### src/rtl/sram_test_reporter_pkg.sv
// Shared constants for the SRAM test reporter: ASCII codes, FSM states and
// message-length helpers derived from the data/counter widths.
package sram_test_reporter_pkg;

  localparam logic [7:0] CHAR_P  = 8'h50;
  localparam logic [7:0] CHAR_F  = 8'h46;
  localparam logic [7:0] CHAR_SP = 8'h20;
  localparam logic [7:0] CHAR_CR = 8'h0D;
  localparam logic [7:0] CHAR_LF = 8'h0A;
  localparam logic [7:0] CHAR_0  = 8'h30;
  localparam logic [7:0] CHAR_A  = 8'h41;

  localparam int IDX_BITS = 8;

  typedef enum logic [1:0] {
    ST_IDLE,
    ST_SEND_PASS,
    ST_SEND_FAIL
  } state_e;

  // "P " + count digits + CR LF
  function automatic int pass_msg_len(input int count_bits);
    return 4 + count_bits / 4;
  endfunction

  // "F " + state + " " + read digits + " " + expected digits + CR LF
  function automatic int fail_msg_len(input int data_bits);
    return 7 + 2 * (data_bits / 4);
  endfunction

endpackage

### src/rtl/hex_ascii.sv
// Converts one 4-bit nibble to its uppercase ASCII hex character.
module hex_ascii
  import sram_test_reporter_pkg::*;
(
  input  logic [3:0] nibble,
  output logic [7:0] ascii
);

  always_comb begin
    if (nibble < 4'd10) ascii = CHAR_0 + {4'd0, nibble};
    else                ascii = CHAR_A + {4'd0, nibble} - 8'd10;
  end

endmodule

### src/rtl/sram_test_reporter.sv
// Turns SRAM tester pass/fail events into ASCII report lines on a
// valid/ready byte stream and keeps a wrapping count of completed passes.
module sram_test_reporter
  import sram_test_reporter_pkg::*;
#(
  parameter int DATA_BITS  = 16,
  parameter int COUNT_BITS = 16
) (
  input  logic                  clk,
  input  logic                  reset_n,
  input  logic                  test_done,
  input  logic                  test_pass,
  input  logic [2:0]            pattern_state,
  input  logic [DATA_BITS-1:0]  prev_read_data,
  input  logic [DATA_BITS-1:0]  prev_expected_data,
  output logic [7:0]            tx_data,
  output logic                  tx_valid,
  input  logic                  tx_ready,
  output logic [COUNT_BITS-1:0] pass_count,
  output logic                  failed
);

  localparam int DATA_DIGITS  = DATA_BITS / 4;
  localparam int COUNT_DIGITS = COUNT_BITS / 4;

  localparam logic [IDX_BITS-1:0] PASS_LAST = IDX_BITS'(pass_msg_len(COUNT_BITS) - 1);
  localparam logic [IDX_BITS-1:0] FAIL_LAST = IDX_BITS'(fail_msg_len(DATA_BITS) - 1);
  localparam logic [IDX_BITS-1:0] P_CR      = IDX_BITS'(2 + COUNT_DIGITS);
  localparam logic [IDX_BITS-1:0] F_STATE   = IDX_BITS'(2);
  localparam logic [IDX_BITS-1:0] F_SP1     = IDX_BITS'(3);
  localparam logic [IDX_BITS-1:0] F_SP2     = IDX_BITS'(4 + DATA_DIGITS);
  localparam logic [IDX_BITS-1:0] F_CR      = IDX_BITS'(5 + 2 * DATA_DIGITS);

  state_e                state_q, state_d;
  logic [IDX_BITS-1:0]   idx_q, idx_d;
  logic                  test_done_q;
  logic                  failed_q, failed_d;
  logic                  pass_pend_q, pass_pend_d;
  logic                  fail_pend_q, fail_pend_d;
  logic [COUNT_BITS-1:0] pass_count_q, pass_count_d;
  logic [COUNT_BITS-1:0] count_snap_q, count_snap_d;
  logic [2:0]            state_snap_q, state_snap_d;
  logic [DATA_BITS-1:0]  read_snap_q, read_snap_d;
  logic [DATA_BITS-1:0]  exp_snap_q, exp_snap_d;

  logic                  pass_ev, fail_ev, start_pass, start_fail;
  logic [IDX_BITS-1:0]   digit_pos;
  logic [COUNT_BITS-1:0] count_shift;
  logic [DATA_BITS-1:0]  data_shift;
  logic [3:0]            nibble;
  logic [7:0]            hex_char;
  logic [7:0]            byte_sel;

  // Events; a start clears its pending flag but a same-edge event re-arms it.
  always_comb begin
    pass_ev      = test_done & ~test_done_q & ~failed_q;
    fail_ev      = ~test_pass & ~failed_q;
    failed_d     = failed_q | fail_ev;
    pass_count_d = pass_count_q + COUNT_BITS'(pass_ev);
    pass_pend_d  = (pass_pend_q & ~start_pass) | pass_ev;
    fail_pend_d  = (fail_pend_q & ~start_fail) | fail_ev;
    state_snap_d = state_snap_q;
    read_snap_d  = read_snap_q;
    exp_snap_d   = exp_snap_q;
    if (fail_ev) begin
      state_snap_d = pattern_state;
      read_snap_d  = prev_read_data;
      exp_snap_d   = prev_expected_data;
    end
  end

  always_comb begin
    state_d      = state_q;
    idx_d        = idx_q;
    count_snap_d = count_snap_q;
    start_pass   = 1'b0;
    start_fail   = 1'b0;
    case (state_q)
      ST_IDLE: begin
        if (fail_pend_q) begin
          state_d    = ST_SEND_FAIL;
          idx_d      = '0;
          start_fail = 1'b1;
        end else if (pass_pend_q) begin
          state_d      = ST_SEND_PASS;
          idx_d        = '0;
          start_pass   = 1'b1;
          count_snap_d = pass_count_q;
        end
      end
      ST_SEND_PASS, ST_SEND_FAIL: begin
        if (tx_ready) begin
          if (idx_q == ((state_q == ST_SEND_FAIL) ? FAIL_LAST : PASS_LAST)) begin
            state_d = ST_IDLE;
            idx_d   = '0;
          end else begin
            idx_d = idx_q + IDX_BITS'(1);
          end
        end
      end
      default: state_d = ST_IDLE;
    endcase
  end

  // Pick the nibble for the current digit position; digit_pos counts down to 0 at the LSB.
  always_comb begin
    digit_pos   = '0;
    count_shift = '0;
    data_shift  = '0;
    nibble      = '0;
    if (state_q == ST_SEND_PASS) begin
      digit_pos   = P_CR - IDX_BITS'(1) - idx_q;
      count_shift = count_snap_q >> {digit_pos, 2'b00};
      nibble      = count_shift[3:0];
    end else if (state_q == ST_SEND_FAIL) begin
      if (idx_q == F_STATE) begin
        nibble = {1'b0, state_snap_q};
      end else if (idx_q < F_SP2) begin
        digit_pos  = F_SP2 - IDX_BITS'(1) - idx_q;
        data_shift = read_snap_q >> {digit_pos, 2'b00};
        nibble     = data_shift[3:0];
      end else begin
        digit_pos  = F_CR - IDX_BITS'(1) - idx_q;
        data_shift = exp_snap_q >> {digit_pos, 2'b00};
        nibble     = data_shift[3:0];
      end
    end
  end

  hex_ascii u_hex (
    .nibble (nibble),
    .ascii  (hex_char)
  );

  always_comb begin
    byte_sel = 8'h00;
    case (state_q)
      ST_SEND_PASS: begin
        if      (idx_q == '0)             byte_sel = CHAR_P;
        else if (idx_q == IDX_BITS'(1))   byte_sel = CHAR_SP;
        else if (idx_q < P_CR)            byte_sel = hex_char;
        else if (idx_q == P_CR)           byte_sel = CHAR_CR;
        else                              byte_sel = CHAR_LF;
      end
      ST_SEND_FAIL: begin
        if      (idx_q == '0)             byte_sel = CHAR_F;
        else if (idx_q == IDX_BITS'(1))   byte_sel = CHAR_SP;
        else if (idx_q == F_SP1)          byte_sel = CHAR_SP;
        else if (idx_q == F_SP2)          byte_sel = CHAR_SP;
        else if (idx_q < F_CR)            byte_sel = hex_char;
        else if (idx_q == F_CR)           byte_sel = CHAR_CR;
        else                              byte_sel = CHAR_LF;
      end
      default: byte_sel = 8'h00;
    endcase
  end

  always_ff @(posedge clk or negedge reset_n) begin
    if (!reset_n) begin
      state_q      <= ST_IDLE;
      idx_q        <= '0;
      test_done_q  <= 1'b0;
      failed_q     <= 1'b0;
      pass_pend_q  <= 1'b0;
      fail_pend_q  <= 1'b0;
      pass_count_q <= '0;
      count_snap_q <= '0;
      state_snap_q <= '0;
      read_snap_q  <= '0;
      exp_snap_q   <= '0;
    end else begin
      state_q      <= state_d;
      idx_q        <= idx_d;
      test_done_q  <= test_done;
      failed_q     <= failed_d;
      pass_pend_q  <= pass_pend_d;
      fail_pend_q  <= fail_pend_d;
      pass_count_q <= pass_count_d;
      count_snap_q <= count_snap_d;
      state_snap_q <= state_snap_d;
      read_snap_q  <= read_snap_d;
      exp_snap_q   <= exp_snap_d;
    end
  end

  assign tx_valid   = (state_q != ST_IDLE);
  assign tx_data    = byte_sel;
  assign pass_count = pass_count_q;
  assign failed     = failed_q;

endmodule

### config.mk
export PLATFORM = sky130hd
export DESIGN_NAME = sram_test_reporter
export DESIGN_NICKNAME = d
export VERILOG_FILES = /design/src/rtl/sram_test_reporter_pkg.sv /design/src/rtl/hex_ascii.sv /design/src/rtl/sram_test_reporter.sv
export SDC_FILE = /design/constraint.sdc
export NUM_CORES = 1
export LEC_CHECK = 0
export CORE_MARGIN = 2
export CORE_UTILIZATION = 49
export DETAILED_ROUTE_END_ITERATION = 10
export PLACE_DENSITY = 0.85
export SLEW_MARGIN = 10
export SYNTH_ARGS = -nofsm -noshare
export SYNTH_HDL_FRONTEND = slang
export SYNTH_SLANG_ARGS = --single-unit
### constraint.sdc
create_clock -name clk -period 2.95 [get_ports clk]
set_input_delay 0.295 -clock clk [delete_from_list [all_inputs] [get_ports clk]]
set_output_delay 0.295 -clock clk [all_outputs]
set_load 0.01 [all_outputs]
==> out/qor.txt, run 1 <==
Worst hold path type: input pin to asynchronous set/reset pin
Synth unique cells: 63
Number of hold-slack violations in the final timing report: 0
Die Area: 9760 µm²
Violations in the final reports: negative setup slack
Yosys xor share: 0.0438
Number of vias in the routed layout: 3510
Gr usage total: 0.255
Largest type area fraction: 0.460
Post-synth ARST share: 1.00
Estimated wirelength of the detail-placed design: 8350 µm
Register share after synthesis: 0.460
Relative max-transition margin: 0.331
Most numerous cell in the Yosys netlist: sky130_fd_sc_hd__dfrtp_1
Warning total across the stage logs: 37
Crit path to: tx_data[5]
Dominant combinational cell family by area after synthesis: multiplexers
Number of nets in the synthesized netlist: 433
Post-CTS clock slew at the launch and capture registers of the worst setup and hold paths: 80 ps
Final critical-path required period: 3220 ps
Number of global-route vias before repair: 3739
Port bufs: 64
Cell at the root of the clock tree: sky130_fd_sc_hd__clkbuf_8
Final worst path period share: 1.09
Total number of yosys warnings: 0
Slew at the pin with the worst max-slew slack: 1000 ps
Number of enable flip-flop cells: 0
DRC violation count after routing: 0
Arithmetic-cell share of the synthesized area counting full adders, half adders and majority gates: 0.0398
Hold_buf cts: 0
Setup slack of the critical path after layout: -275 ps
Total routed wirelength: 11900 µm
Instance count after placement with tap cells included: 585
Clock tree from TritonCTS: done
Wire length of the first global-routing pass: 19400 µm
Antenna fix cells: 0
CP arrival: 2930 ps
Number of clock sinks: 81
Final-layout setup total negative slack: -1320 ps
Number of buffers added by the clock tree synthesis step: 9
Pin count of the biggest net entering global routing: 82
Die Span Y: 98.8 µm
Cell types occupying the most area after synthesis: sky130_fd_sc_hd__dfrtp_1 (46%), sky130_fd_sc_hd__mux2_2 (13%), sky130_fd_sc_hd__mux4_2 (4.6%)
Worst Setup Start Kind: flop
Number of maximum-capacitance constraint violations: 0
Outcome: finished with violations
Category of the most critical setup path: flop to primary output
Number of routed nets with antenna violations: 0
Worst-case vdd ir drop: 459 µV
Avg Inst Size Synth: 11.6 µm²
Critical path launch point: idx_q[2]
Die X-Extent: 98.8 µm
Post-Synthesis Cell Area: 4400 µm²
Critical Path End Type: primary output
Post-Syn Instances: 379
Yosys stat chip area: 4400 µm²
Crit path required time: 2650 ps
Number of nets in the finished design: 553
CTS Buffer Depth: 2
Layout cells sized above 1: 0.353
Final global-route overflow total: 0
Most frequent cells in the layout: sky130_fd_sc_hd__dfrtp_1 (79), sky130_fd_sc_hd__clkdlybuf4s50_1 (56), sky130_fd_sc_hd__buf_4 (53), sky130_fd_sc_hd__mux2_2 (50), sky130_fd_sc_hd__nor2_1 (25)
H-tree level count: 3
Post-placement setup slack: -252 ps
Reg2Reg Depth: 11
Number of antenna violations at the first check in global routing: 0
Global placement routability congestion: 0.969
Endpoints failing setup: 7
Total leakage power: 2.63 nW
Register bit count reported by yosys: 81
Highest-count logic cell in the final layout: sky130_fd_sc_hd__dfrtp_1
Capturing point of the worst reg2reg path: idx_q[7]
Post-synth top area cell: sky130_fd_sc_hd__dfrtp_1
Final instance count without filler cells: 612
Quantity of gates resized following cts: 57
Simple-gate area share of the yosys netlist: 0.126
Hold_ws: 94.6 ps
RSZ-0062 raised after global routing: true
Reg-to-reg slack, setup: 380 ps
Setup Buffers After CTS: 8
TritonRoute pass-1 iters: 4
Commonest cells in the synthesized netlist: sky130_fd_sc_hd__dfrtp_1 (81), sky130_fd_sc_hd__mux2_2 (50), sky130_fd_sc_hd__nor2_1 (28)
Core Density at Floorplan: 0.505
Leading register cell type out of synthesis: sky130_fd_sc_hd__dfrtp_1
WL per Instance: 19.4 µm
Drt initial violations: 256
Worst Path Max Fanout: 5
Start of the worst register-to-register path: state_q[0]
Compound Share, Synth: 0.106
Average via count per standard cell: 5.74
Cell area after placement: 5460 µm²
Power per Cell Area: 661 nW/µm²
Total power of the final layout: 3.91 mW
Mux area share: 0.194
Final number of max-transition violations: 0
Number of ports placed on the die boundary: 66
Total cells reported by yosys after synthesis: 379
Maximum achievable frequency: 0.310 GHz
Area growth from synthesis to layout: 34.2%
## run 1: metal layers
layer	vias to the layer above	part of all wire	wire length (µm)	global-route usage
met2	102	0.50	5920	0.420
met1	1763	0.43	5130	0.334
met5	-	0	0	0
li1	1627	-	-	-
met3	18	0.048	573	0.0546
met4	0	0.022	262	0.0959
## run 1: cell type report
cell class / instances / area (µm²)
clock buffer: 11 / 141
fill: 656 / 2810
clock inverter: 5 / 87.6
multi-input combinational: 274 / 2400
tap: 108 / 135
sequential: 81 / 2030
inverter: 11 / 43.8
timing repair buffer: 122 / 1070
## run 1: flip-flops by register name (all words and copies together) (netlist names)
signal	flops
fail_pend_q	1
test_done_q	1
exp_snap_q	16
pass_count	16
count_snap_q	16
read_snap_q	16
state_snap_q	3
pass_pend_q	1
idx_q	8
state_q	2
failed	1
## run 1: worst max-delay path, cell delays in order (launching register included)
cell and delay [ps]:
sky130_fd_sc_hd__dfrtp_1 410, sky130_fd_sc_hd__buf_6 130, sky130_fd_sc_hd__ha_4 140, sky130_fd_sc_hd__nor2b_4 130
sky130_fd_sc_hd__a21o_1 170, sky130_fd_sc_hd__a32oi_1 200, sky130_fd_sc_hd__buf_4 170, sky130_fd_sc_hd__nor4b_4 50
sky130_fd_sc_hd__a221o_2 370, sky130_fd_sc_hd__buf_4 140, sky130_fd_sc_hd__buf_4 130, sky130_fd_sc_hd__o21ai_4 80
sky130_fd_sc_hd__buf_4 150, sky130_fd_sc_hd__a21oi_2 30, sky130_fd_sc_hd__o22ai_1 120, sky130_fd_sc_hd__buf_2 150
## run 1: power by group
part	total (mW)	leakage (nW)	internal (mW)	switching (mW)
sequential	1.29	1.05	1.22	0.0764
combinational	1.69	1.47	0.812	0.876
clock	0.927	0.112	0.508	0.419
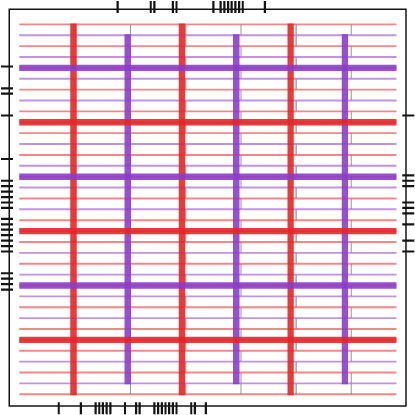
run_1/floorplan.png
Scale: 4 px per µm. Pins as bars on the die edge. Tap cells in gray.
Purple is VDD. Red is VSS.
The core has 34 rows. 35 met1 rails follow the rows.

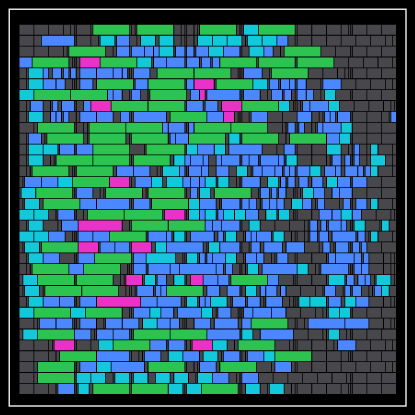
run_1/class_map.png
Scale: 4 px per µm. Fill, decap, tap and diode cells in gray.
Magenta is clock drivers and dummy loads, cells 16, share of their area 4.0%. Blue is remaining logic cells, cells 285, share of their area 42%. Cyan is remaining buffers and delay cells, cells 122, share of their area 19%. Green is registers, cells 81, share of their area 35%.
row count: 34
post-layout instance area: 5910 µm²
final standard cell utilization of the core: 0.678
core footprint: 8720 µm²

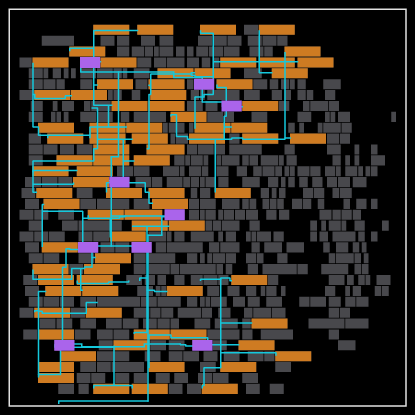
run_1/clock_wires.png
Scale: 4 px per µm.
Cyan is clock wires, length 1000 µm. Orange is flip-flops, count 81. Purple is clock-net drivers, count 9.
There are 10 routed clock nets.
clock group power: 0.927 mW
final worst clock skew: 6.66 ps
Clk Latency, worst-skew pair: 360 ps

run_1/layers.png
Scale: 4 px per µm.
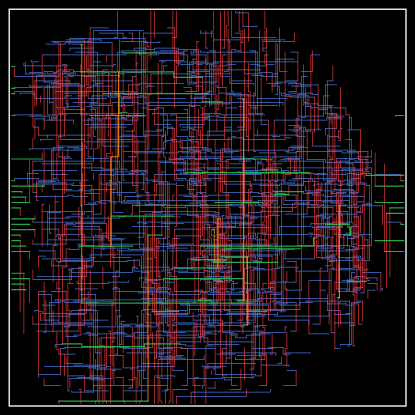

==> run 2: changes to the inputs <==
--- a/config.mk
+++ b/config.mk
@@ -6,9 +6,10 @@
 export NUM_CORES = 1
 export LEC_CHECK = 0
 export CORE_MARGIN = 2
-export CORE_UTILIZATION = 49
+export CORE_UTILIZATION = 51
+export CTS_BUF_LIST = sky130_fd_sc_hd__clkbuf_8
 export DETAILED_ROUTE_END_ITERATION = 10
-export PLACE_DENSITY = 0.85
+export PLACE_DENSITY = 0.88
 export SLEW_MARGIN = 10
 export SYNTH_ARGS = -nofsm -noshare
 export SYNTH_HDL_FRONTEND = slang
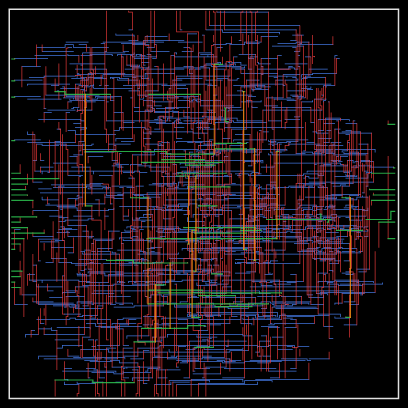
run_2/layers.png
Scale: 4 px per µm.
Orange is M4, wire length 289 µm. Green is M3, wire length 531 µm. Red is M2, wire length 5630 µm. Blue is M1, wire length 5020 µm.

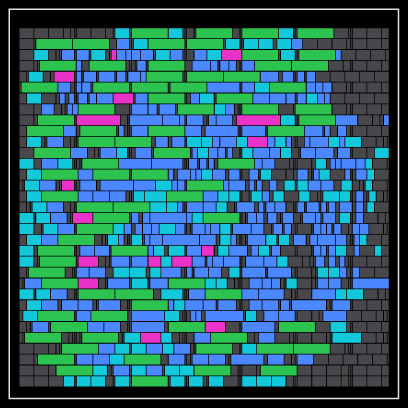
run_2/class_map.png
Scale: 4 px per µm. Fill, decap, tap and diode cells in gray.
final standard cell utilization of the core: 0.732
post-layout instance area: 6070 µm²
core footprint: 8300 µm²

==> run 2 against run 1 <==
The run still ends with negative setup slack left. Total power is 4.5% higher. Die area fell by 3.8%. First-iteration DRC count is 0.39% lower. Non-clock buffer count up 10. Clock skew is 4.4 ps higher. Via count up 1.2%. Utilization rose by 5.4 points. Fmax hardly changed. Setup slack worse by 2.2 ps. Critical path type unchanged. Critical endpoint is now tx_data[1]. Largest cell class unchanged. Highest routed layer unchanged.
==> out/qor.txt, run 2 <==
Outcome: finished with violations
Violations in the final reports: negative setup slack
Global placement routability congestion: 0.966 (-0.33%)
Reg2Reg Depth: 12 (+1)
RSZ-0062 raised after global routing: true
Relative max-transition margin: 0.336 (+0.00499)
Worst Setup Start Kind: flop
Total cells reported by yosys after synthesis: 379 (unchanged)
Commonest cells in the synthesized netlist: sky130_fd_sc_hd__dfrtp_1 (81), sky130_fd_sc_hd__mux2_2 (50), sky130_fd_sc_hd__nor2_1 (28)
Warning total across the stage logs: 37 (unchanged)
Final worst path period share: 1.09 (about the same)
Die X-Extent: 96.9 µm (-1.9%)
Total leakage power: 2.70 nW (+2.8%)
Yosys xor share: 0.0438 (unchanged)
Worst Path Max Fanout: 3 (-2)
Number of enable flip-flop cells: 0 (unchanged)
Hold_buf cts: 0 (unchanged)
Most numerous cell in the Yosys netlist: sky130_fd_sc_hd__dfrtp_1
Gr usage total: 0.257 (+0.00169)
H-tree level count: 3 (unchanged)
Number of global-route vias before repair: 3804 (+1.7%)
Total routed wirelength: 11500 µm (-3.6%)
Cell at the root of the clock tree: sky130_fd_sc_hd__clkbuf_8
Post-synth top area cell: sky130_fd_sc_hd__dfrtp_1
Final number of max-transition violations: 0 (unchanged)
Number of clock sinks: 81 (unchanged)
Arithmetic-cell share of the synthesized area counting full adders, half adders and majority gates: 0.0398 (unchanged)
Port bufs: 64 (unchanged)
Pin count of the biggest net entering global routing: 82 (unchanged)
Wire length of the first global-routing pass: 19200 µm (-1.2%)
Average via count per standard cell: 5.75 (+0.24%)
Clk Latency, worst-skew pair: 370 ps (about the same)
Compound Share, Synth: 0.106 (unchanged)
Final instance count without filler cells: 618 (+0.98%)
DRC violation count after routing: 0 (unchanged)
Estimated wirelength of the detail-placed design: 8060 µm (-3.4%)
Peak per-stage delay on the critical path: 410 ps (about the same)
Antenna fix cells: 0 (unchanged)
Highest-count logic cell in the final layout: sky130_fd_sc_hd__dfrtp_1
Yosys stat chip area: 4400 µm² (unchanged)
Core Density at Floorplan: 0.531 (+0.0257)
Capturing point of the worst reg2reg path: idx_q[7]
Worst-case vdd ir drop: 484 µV (+5.6%)
Hold_ws: 81.7 ps (-12.9 ps)
Layout cells sized above 1: 0.382 (+0.0289)
Post-Synthesis Cell Area: 4400 µm² (unchanged)
Category of the most critical setup path: flop to primary output
Area growth from synthesis to layout: 37.9%
Register share after synthesis: 0.460 (unchanged)
Instance count after placement with tap cells included: 580 (-0.85%)
Drt initial violations: 255 (-0.39%)
Dominant combinational cell family by area after synthesis: multiplexers
Endpoints failing setup: 7 (unchanged)
Number of routed nets with antenna violations: 0 (unchanged)
Avg Inst Size Synth: 11.6 µm² (unchanged)
Slew at the pin with the worst max-slew slack: 997 ps (-7.48 ps)
Die Area: 9390 µm² (-3.8%)
Cell area after placement: 5440 µm² (-0.34%)
Slowest cell on the critical path: sky130_fd_sc_hd__dfrtp_1
Cell types occupying the most area after synthesis: sky130_fd_sc_hd__dfrtp_1 (46%), sky130_fd_sc_hd__mux2_2 (13%), sky130_fd_sc_hd__mux4_2 (4.6%)
Simple-gate area share of the yosys netlist: 0.126 (unchanged)
Most frequent cells in the layout: sky130_fd_sc_hd__dfrtp_1 (80), sky130_fd_sc_hd__clkdlybuf4s50_1 (56), sky130_fd_sc_hd__buf_4 (54), sky130_fd_sc_hd__mux2_2 (50), sky130_fd_sc_hd__nor2_1 (23)
Largest type area fraction: 0.460 (unchanged)
Die Span Y: 96.9 µm (-1.9%)
Post-CTS clock slew at the launch and capture registers of the worst setup and hold paths: 80 ps (about the same)
Number of hold-slack violations in the final timing report: 0 (unchanged)
Total number of yosys warnings: 0 (unchanged)
Final-layout setup total negative slack: -1430 ps (-118 ps)
Row count: 33 (-2.9%)
Number of buffers added by the clock tree synthesis step: 9 (unchanged)
Total power of the final layout: 4.08 mW (+4.5%)
TritonRoute pass-1 iters: 5 (+1)
Maximum achievable frequency: 0.310 GHz (about the same)
Number of ports placed on the die boundary: 66 (unchanged)
Number of nets in the synthesized netlist: 433 (unchanged)
CTS Buffer Depth: 2 (unchanged)
Post-placement setup slack: -341 ps (-88.4 ps)
Register bit count reported by yosys: 81 (unchanged)
Series of cell instances along the critical path: buf_6 -> ha_4 -> buf_4 -> nand2_1 -> nor2_1 -> a21oi_2 -> nor3b_2 -> a211o_2 -> buf_12 -> buf_6 -> nor4bb_4 -> a21oi_2 -> o21ai_1 -> buf_2
Start of the worst register-to-register path: state_q[0]
Worst hold path type: input pin to asynchronous set/reset pin
Critical Path End Type: primary output
Leading register cell type out of synthesis: sky130_fd_sc_hd__dfrtp_1
Number of maximum-capacitance constraint violations: 0 (unchanged)
Power per Cell Area: 672 nW/µm² (+1.7%)
CP arrival: 2930 ps (about the same)
Number of antenna violations at the first check in global routing: 0 (unchanged)
Number of vias in the routed layout: 3553 (+1.2%)
Mux area share: 0.194 (unchanged)
Crit path required time: 2650 ps (about the same)
Clock tree from TritonCTS: done
Setup slack of the critical path after layout: -277 ps (-2.16 ps)
-- run 2: routing by layer --
metal  routed length (µm)  GRT usage  vias to the layer above
met2                 5630      0.417                      103
met3                  531     0.0470                       27
met1                 5020      0.341                     1767
met4                  289      0.109                        0
li1                     -          -                     1656
met5                    0          0                        -
-- run 2: final cells by class --
cell class              instances  area, µm²
repair buffers                132       1190
clock inverters                 6       90.1
multi-input cells             273       2450
clock buffers                  10        138
well taps                     105        131
fillers                       532       2230
inverters                      11       46.3
flip-flops and latches         81       2030
-- run 2: worst max-delay path: cells and delay by family (launching register included) --
| family | cells | cell delay, ps |
|---|---|---|
| flops | 1 | 410 |
| compound gates | 4 | 820 |
| buf+inv | 5 | 690 |
| simple gates | 4 | 500 |
| fa+ha+maj | 1 | 160 |
-- run 2: report_power, final --
| group | total (mW) | leakage [nW] | internal, mW | switching [mW] |
|---|---|---|---|---|
| Clock | 0.922 | 0.118 | 0.503 | 0.420 |
| Combinational | 1.87 | 1.53 | 0.946 | 0.924 |
| Sequential | 1.29 | 1.05 | 1.22 | 0.0735 |
| Total | 4.08 | 2.70 | 2.66 | 1.42 |
-- run 2: how the worst max path moves through the flow --
stage                  to  cells after the start  startpoint  slack, ps
6_report       tx_data[1]                     14    idx_q[2]       -280
5_1_grt        tx_data[1]                     14    idx_q[1]       -410
4_1_cts        tx_data[3]                     13    idx_q[1]       -310
3_5_place_dp   tx_data[3]                     12    idx_q[1]       -340
3_3_place_gp   tx_data[3]                     12    idx_q[1]       -230
2_1_floorplan  tx_data[3]                     11    idx_q[0]         10
-- run 2: what timing repair did --
| item | CTS | global route |
|---|---|---|
| buffers inserted | 20 | 2 |
| gates resized | 77 | 13 |
| setup endpoints to repair | 7 | 7 |
| pin swaps | 17 | 11 |
Power is estimated from default activity; no workload was simulated.
